<file path="src/rtl/narrow_encoder_pkg.sv">
// Shared types and sizing helpers for the narrow encoder.
package narrow_enc_pkg;

  localparam logic [1:0] MODE_FULL = 2'b00;
  localparam logic [1:0] MODE_ZEXT = 2'b01;
  localparam logic [1:0] MODE_SEXT = 2'b10;

  typedef enum logic {
    STATE_IDLE = 1'b0,
    STATE_SEND = 1'b1
  } state_e;

  // Beats per 32-bit word.
  function automatic int unsigned nbeats(input int unsigned width);
    return 32 / width;
  endfunction

  // Beat counter width, at least one bit.
  function automatic int unsigned beat_cnt_w(input int unsigned width);
    return (nbeats(width) > 1) ? $clog2(nbeats(width)) : 1;
  endfunction

endpackage

</file>
<file path="src/rtl/narrow_encoder_if.sv">
// Word-in / beat-out bus of the narrow encoder.
interface narrow_encoder_if #(
  parameter int unsigned WIDTH = 16,
  parameter int unsigned CNT_W = 16
);
  logic [31:0]      iData;
  logic             iValid;
  logic             oReady;
  logic [WIDTH-1:0] oBeat;
  logic [1:0]       oMode;
  logic             oLast;
  logic             oValid;
  logic             iReady;
  logic [CNT_W-1:0] oCompactCnt;

  // Encoder side.
  modport slave (
    input  iData, iValid, iReady,
    output oReady, oBeat, oMode, oLast, oValid, oCompactCnt
  );

  // Word source / beat sink side.
  modport master (
    output iData, iValid, iReady,
    input  oReady, oBeat, oMode, oLast, oValid, oCompactCnt
  );
endinterface

</file>
<file path="src/rtl/narrow_classify.sv">
// Combinational word classifier: ZEXT, SEXT or FULL relative to WIDTH.
module narrow_classify
  import narrow_enc_pkg::*;
#(
  parameter int unsigned WIDTH = 16
) (
  input  logic [31:0] word_i,
  output logic [1:0]  mode_o
);

  logic [31-WIDTH:0] upper;
  assign upper = word_i[31:WIDTH];

  // Zero extension wins over sign extension for non-negative small values.
  always_comb begin
    mode_o = MODE_FULL;
    if (upper == '0) begin
      mode_o = MODE_ZEXT;
    end else if (upper == {(32-WIDTH){word_i[WIDTH-1]}}) begin
      mode_o = MODE_SEXT;
    end
  end

endmodule

</file>
<file path="src/rtl/narrow_encoder.sv">
// Narrow encoder: 32-bit words to WIDTH-bit beats, compacting extendable
// words to one tagged beat when NARROW_ENC_COMPACT_EN is defined.
module narrow_encoder
  import narrow_enc_pkg::*;
#(
  parameter int unsigned WIDTH = 16,
  parameter int unsigned CNT_W = 16
) (
  input  logic             iClk,
  input  logic             iRst_n,
  narrow_encoder_if.slave  bus
);

  localparam int unsigned NBEATS = nbeats(WIDTH);
  localparam int unsigned BCNT_W = beat_cnt_w(WIDTH);

  state_e            state_q, state_d;
  logic [31:0]       word_q, word_d;
  logic [BCNT_W-1:0] bcnt_q, bcnt_d;
  logic              ready_q, ready_d;
  logic              valid_q, valid_d;
  logic [WIDTH-1:0]  beat_q, beat_d;
  logic [1:0]        mode_q, mode_d;
  logic              last_q, last_d;
  logic [1:0]        cls_mode;
  logic [BCNT_W-1:0] nxt;
  logic              hs_last;

`ifdef NARROW_ENC_COMPACT_EN
  narrow_classify #(.WIDTH(WIDTH)) u_classify (
    .word_i (bus.iData),
    .mode_o (cls_mode)
  );
`else
  assign cls_mode = MODE_FULL;
`endif

  assign nxt     = bcnt_q + 1'b1;
  assign hs_last = (state_q == STATE_SEND) && bus.iReady && last_q;

  // Next state and next registered outputs; everything holds by default.
  always_comb begin
    state_d = state_q;
    word_d  = word_q;
    bcnt_d  = bcnt_q;
    ready_d = ready_q;
    valid_d = valid_q;
    beat_d  = beat_q;
    mode_d  = mode_q;
    last_d  = last_q;
    case (state_q)
      STATE_IDLE: begin
        ready_d = 1'b1;
        valid_d = 1'b0;
        if (bus.iValid && ready_q) begin
          state_d = STATE_SEND;
          word_d  = bus.iData;
          bcnt_d  = '0;
          ready_d = 1'b0;
          valid_d = 1'b1;
          beat_d  = bus.iData[WIDTH-1:0];
          mode_d  = cls_mode;
          last_d  = (cls_mode != MODE_FULL);
        end
      end
      STATE_SEND: begin
        if (bus.iReady) begin
          if (last_q) begin
            state_d = STATE_IDLE;
            ready_d = 1'b1;
            valid_d = 1'b0;
            last_d  = 1'b0;
          end else begin
            bcnt_d = nxt;
            beat_d = WIDTH'(word_q >> (int'(nxt) * WIDTH));
            last_d = (nxt == BCNT_W'(NBEATS - 1));
          end
        end
      end
      default: state_d = STATE_IDLE;
    endcase
  end

  // State and output registers.
  always_ff @(posedge iClk or negedge iRst_n) begin
    if (!iRst_n) begin
      state_q <= STATE_IDLE;
      word_q  <= '0;
      bcnt_q  <= '0;
      ready_q <= 1'b0;
      valid_q <= 1'b0;
      beat_q  <= '0;
      mode_q  <= MODE_FULL;
      last_q  <= 1'b0;
    end else begin
      state_q <= state_d;
      word_q  <= word_d;
      bcnt_q  <= bcnt_d;
      ready_q <= ready_d;
      valid_q <= valid_d;
      beat_q  <= beat_d;
      mode_q  <= mode_d;
      last_q  <= last_d;
    end
  end

`ifdef NARROW_ENC_COMPACT_EN
  logic [CNT_W-1:0] cnt_q, cnt_d;

  // Saturating count of words sent as a single compact beat.
  always_comb begin
    cnt_d = cnt_q;
    if (hs_last && (mode_q != MODE_FULL) && (cnt_q != '1)) begin
      cnt_d = cnt_q + 1'b1;
    end
  end

  // Compact counter register.
  always_ff @(posedge iClk or negedge iRst_n) begin
    if (!iRst_n) cnt_q <= '0;
    else         cnt_q <= cnt_d;
  end

  assign bus.oCompactCnt = cnt_q;
`else
  logic unused_hs;
  assign unused_hs       = hs_last;
  assign bus.oCompactCnt = CNT_W'(0);
`endif

  assign bus.oReady = ready_q;
  assign bus.oValid = valid_q;
  assign bus.oBeat  = beat_q;
  assign bus.oMode  = mode_q;
  assign bus.oLast  = last_q;

endmodule

</file>
<file path="src/flat_wrapper.sv">
// flat-port wrapper written by rule: the top's interface ports become plain ports
module narrow_encoder_flat import narrow_enc_pkg::*;
#(
  parameter int unsigned WIDTH = 16,
  parameter int unsigned CNT_W = 16
)
  (iClk, iRst_n, bus_iData, bus_iValid, bus_iReady, bus_oReady, bus_oBeat, bus_oMode, bus_oLast, bus_oValid, bus_oCompactCnt);
  narrow_encoder_if #(.WIDTH(WIDTH), .CNT_W(CNT_W)) bus_i ();
  input  logic iClk;
  input  logic iRst_n;
  input wire logic [$bits(bus_i.iData)-1:0] bus_iData;
  input wire logic [$bits(bus_i.iValid)-1:0] bus_iValid;
  input wire logic [$bits(bus_i.iReady)-1:0] bus_iReady;
  output wire logic [$bits(bus_i.oReady)-1:0] bus_oReady;
  output wire logic [$bits(bus_i.oBeat)-1:0] bus_oBeat;
  output wire logic [$bits(bus_i.oMode)-1:0] bus_oMode;
  output wire logic [$bits(bus_i.oLast)-1:0] bus_oLast;
  output wire logic [$bits(bus_i.oValid)-1:0] bus_oValid;
  output wire logic [$bits(bus_i.oCompactCnt)-1:0] bus_oCompactCnt;
  assign bus_i.iData = bus_iData;
  assign bus_i.iValid = bus_iValid;
  assign bus_i.iReady = bus_iReady;
  assign bus_oReady = bus_i.oReady;
  assign bus_oBeat = bus_i.oBeat;
  assign bus_oMode = bus_i.oMode;
  assign bus_oLast = bus_i.oLast;
  assign bus_oValid = bus_i.oValid;
  assign bus_oCompactCnt = bus_i.oCompactCnt;
  narrow_encoder #(.WIDTH(WIDTH), .CNT_W(CNT_W)) u_core (.iClk(iClk), .iRst_n(iRst_n), .bus(bus_i));
endmodule
</file>
<file path="config.mk">
export PLATFORM = sky130hd
export DESIGN_NAME = narrow_encoder_flat
export DESIGN_NICKNAME = d
export VERILOG_FILES = /design/src/rtl/narrow_encoder_pkg.sv /design/src/rtl/narrow_encoder_if.sv /design/src/rtl/narrow_classify.sv /design/src/rtl/narrow_encoder.sv /design/src/flat_wrapper.sv
export SDC_FILE = /design/constraint.sdc
export NUM_CORES = 1
export LEC_CHECK = 0
export CAP_MARGIN = 20
export CORE_MARGIN = 2
export CORE_UTILIZATION = 46
export CTS_CLUSTER_DIAMETER = 50
export DETAILED_ROUTE_END_ITERATION = 10
export GPL_TIMING_DRIVEN = 1
export PLACE_DENSITY = 0.79
export SLEW_MARGIN = 40
export SYNTH_ARGS = -nofsm -noshare
export SYNTH_HDL_FRONTEND = slang
export SYNTH_SLANG_ARGS = --single-unit
</file>
<file path="constraint.sdc">
create_clock -name iClk -period 2.2 [get_ports iClk]
set_clock_uncertainty 0.2 [all_clocks]
set_input_delay 0.22 -clock iClk [delete_from_list [all_inputs] [get_ports iClk]]
set_output_delay 0.22 -clock iClk [all_outputs]
set_load 0.02 [all_outputs]
</file>
The metal 3 layer:
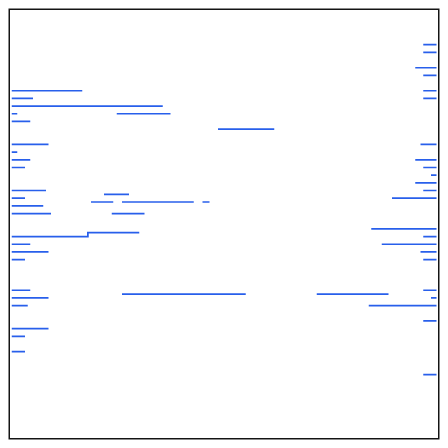
share of all routed wire = 6.8%
main direction = horizontal
longest straight run = 26.4 µm
nets with wire on the layer = 53
final WL: 4.35 mm
met3 usage: 0.0542
Vias: 1525

Met1 routing:
The bar under the picture is 20 µm long. Supply wires on this layer in grey.
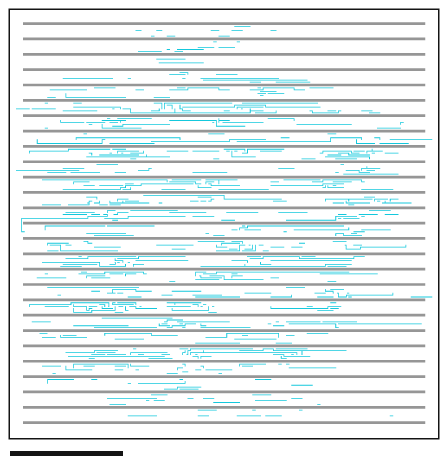
wire length on this layer = 2020 µm
main direction = horizontal
share of all routed wire = 47%
nets with wire on the layer = 205
longest straight run = 23.5 µm

Wire density map:
The die is cut into 15 by 15 equal tiles; dark blue is low, red is high, scaled to the fullest tile. Values are wire area over tile area, all layers added.
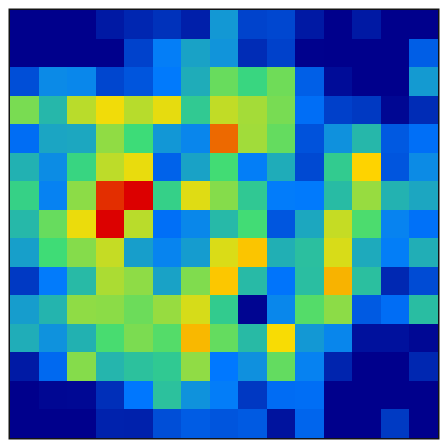
densest ninth of the die = middle left
emptiest ninth of the die = upper right
nearly empty tiles = 15%
fullest tile = 0.37
DR WL/cell: 14.2 µm
All-Layer GR Usage: 0.164

-- power by group --
group	total [mW]	switching [mW]	internal (mW)
Clock	0.514	0.293	0.221
Sequential	1.76	0.297	1.47
Combinational	1.82	0.805	1.01
-- cell type report --
cell class | instances | area share
well taps | 70 | 0.0292
clock inverters | 2 | 0.00334
flip-flops and latches | 53 | 0.442
repair buffers | 61 | 0.205
clock buffers | 6 | 0.0242
multi-input cells | 114 | 0.296
-- through the flow --
stage	hold slack, ps	util	instance area [µm²]	setup WS [ps]	total power [mW]
6_report	237	0.595	3000	449	4.10
2_1_floorplan	-276	-	2440	556	3.01
4_1_cts	245	0.595	3000	451	4.13
3_5_place_dp	49.1	0.577	2910	272	3.61
5_1_grt	281	0.595	3000	379	4.36
3_3_place_gp	47.5	0.577	2910	303	3.55
-- sequential cells by signal (all words and copies together) (netlist names) --
signal / cells
u_core.bus.oBeat: 16
u_core.bus.oValid: 1
u_core.bcnt_q: 1
u_core.bus.oLast: 1
u_core.state_q: 1
u_core.bus.oReady: 1
u_core.word_q: 32
-- per-layer routing --
layer	vias up	wire (µm)
li1	720	-
met4	0	0
met5	-	0
met2	65	2030
met1	740	2020
met3	0	295
-- placed cells by master, fill, tap and decap left out --
cell / synthesis / routed
dlygate4sd3_1: 0 / 1
mux2i_1: 16 / 16
clkdlybuf4s50_1: 0 / 53
nand3b_1: 2 / 2
buf_2: 5 / 1
conb_1: 1 / 18
clkbuf_1: 0 / 1
buf_12: 0 / 2
buf_4: 19 / 4
nand3_1: 3 / 3
dfrtp_1: 53 / 53
clkinv_2: 0 / 2
o21a_1: 1 / 1
o21ai_0: 2 / 2
and2_1: 1 / 1
mux2_2: 32 / 32
nor2_1: 17 / 17
nand2_1: 6 / 6
clkbuf_8: 0 / 5
a221o_1: 16 / 16
==> reports/metrics.csv <==
metric,value,unit
status,finished clean,
postCtsSetupRepairBufs,0,
yosys_most_used_dff,dfrtp_1,
n_antenna_cell,0,
top_area_frac,0.558,
ir_drop,0.000758,V
drv_cap,0,
ys_sh_xor,0,
cp-startpoint,u_core.state_q$_DFF_PN0_,
cts-buffers-inserted,5,
setup_violations,0,
layout.area.comb,888,µm²
crit_arrival,1730,ps
ys_top_cells_by_area,"dfrtp_1 (56%), mux2_2 (15%), a221o_1 (6.7%)",
synth.distinct_cells,15,
ant_nets,0,
relSlewSlack,0.565,
synth_stat.cells,179,
hpwl,2.98,mm
synth-area-yosys,0.00237,mm²
leakage,1.31,nW
antenna_found_initial,0,
avgSynthCellArea,13.3,µm²
regArea,0.00133,mm²
drv_slew,0,
top_cells_by_count,"dfrtp_1 (53), mux2_2 (32), buf_4 (19), nor2_1 (17)",
tritoncts,built,
place_inst,297,
netlist_area,0.00237,mm²
place_congestion,0.743,
hold_path.class,input pin to async pin,
synth-edff-count,0,
use_met2,0.246,
top_level_ports,73,
cts_resized,0,
warnings,26,
busiest_layer,met2,
period_used_share,0.796,
ys_seq_share,0.558,
clk_pin_slew_worst_paths,90,ps
required,2180,ps
ys_sh_simple,0.0516,
ys_sh_adder,0,
ctsHoldBuffers,1,
first_global_vias,1399,
critPathKind,register to register,
cts-root-buf,clkbuf_8,
grt_pass1_wl,7.00,mm
cp-endpoint,u_core.bus.oBeat[2]$_DFFE_PN0P_,
syn-instance-count,179,
critical_path_buf_inv_count,0,
cp.depth,3,
r2r_end,u_core.bus.oBeat[2]$_DFFE_PN0P_,
power_density,1360,mW/mm²
die_w,75.9,µm
reg2reg_depth,3,
drt-initial-drc-count,48,
die_y,75.9,µm
layout-drive-gt1-share,0.195,
yosys_warnings,0,
grt_start_max_net_pins,30,
cp_slowest_cell,dfrtp_1,
fin_cells,306,
placementRows,26,
via_per_inst,4.98,
hold_violations,0,
ys_ff,53,
fin_nets,271,
syn_to_final_growth,26.3,%
cts_max_path_buffers,2,
worst_slew_pin_slew,653,ps
htreeDepth,2,
grt_overflow,0,
ys_sh_mux,0.219,
clock_latency,300,ps
drcViolationCount,0,
fin_crit,1750,ps
synth_async_sr_flop_share,1.00,
critPathLaunchType,register,
num-fill-cells,408,
r2r-start,u_core.state_q$_DFF_PN0_,
cp-end-kind,register,
timing.reg2reg.setup_slack,450,ps
aoi_share,0.0748,
top_logic_kind,multiplexers,
cts_sinks,53,
tns,0,ps
cp_slowest_stage_delay,430,ps
crit_family,simple AND/OR/NAND/NOR gates,
crit_chain,"nand3b_1, and2_1, a221o_1",
core,0.00504,mm²
rsz0062_at_grt,false,
yosysTopAreaCell,dfrtp_1,
fmax,0.571,GHz
met1_usage,0.235,
top_cell,dfrtp_1,
firstDrtPassIters,4,
dieArea,0.00575,mm²
cp_max_fo,16,
port_buffers,54,
core_util_floorplan,0.471,
Power figures rest on the tool's default switching activity, not on a simulated workload.
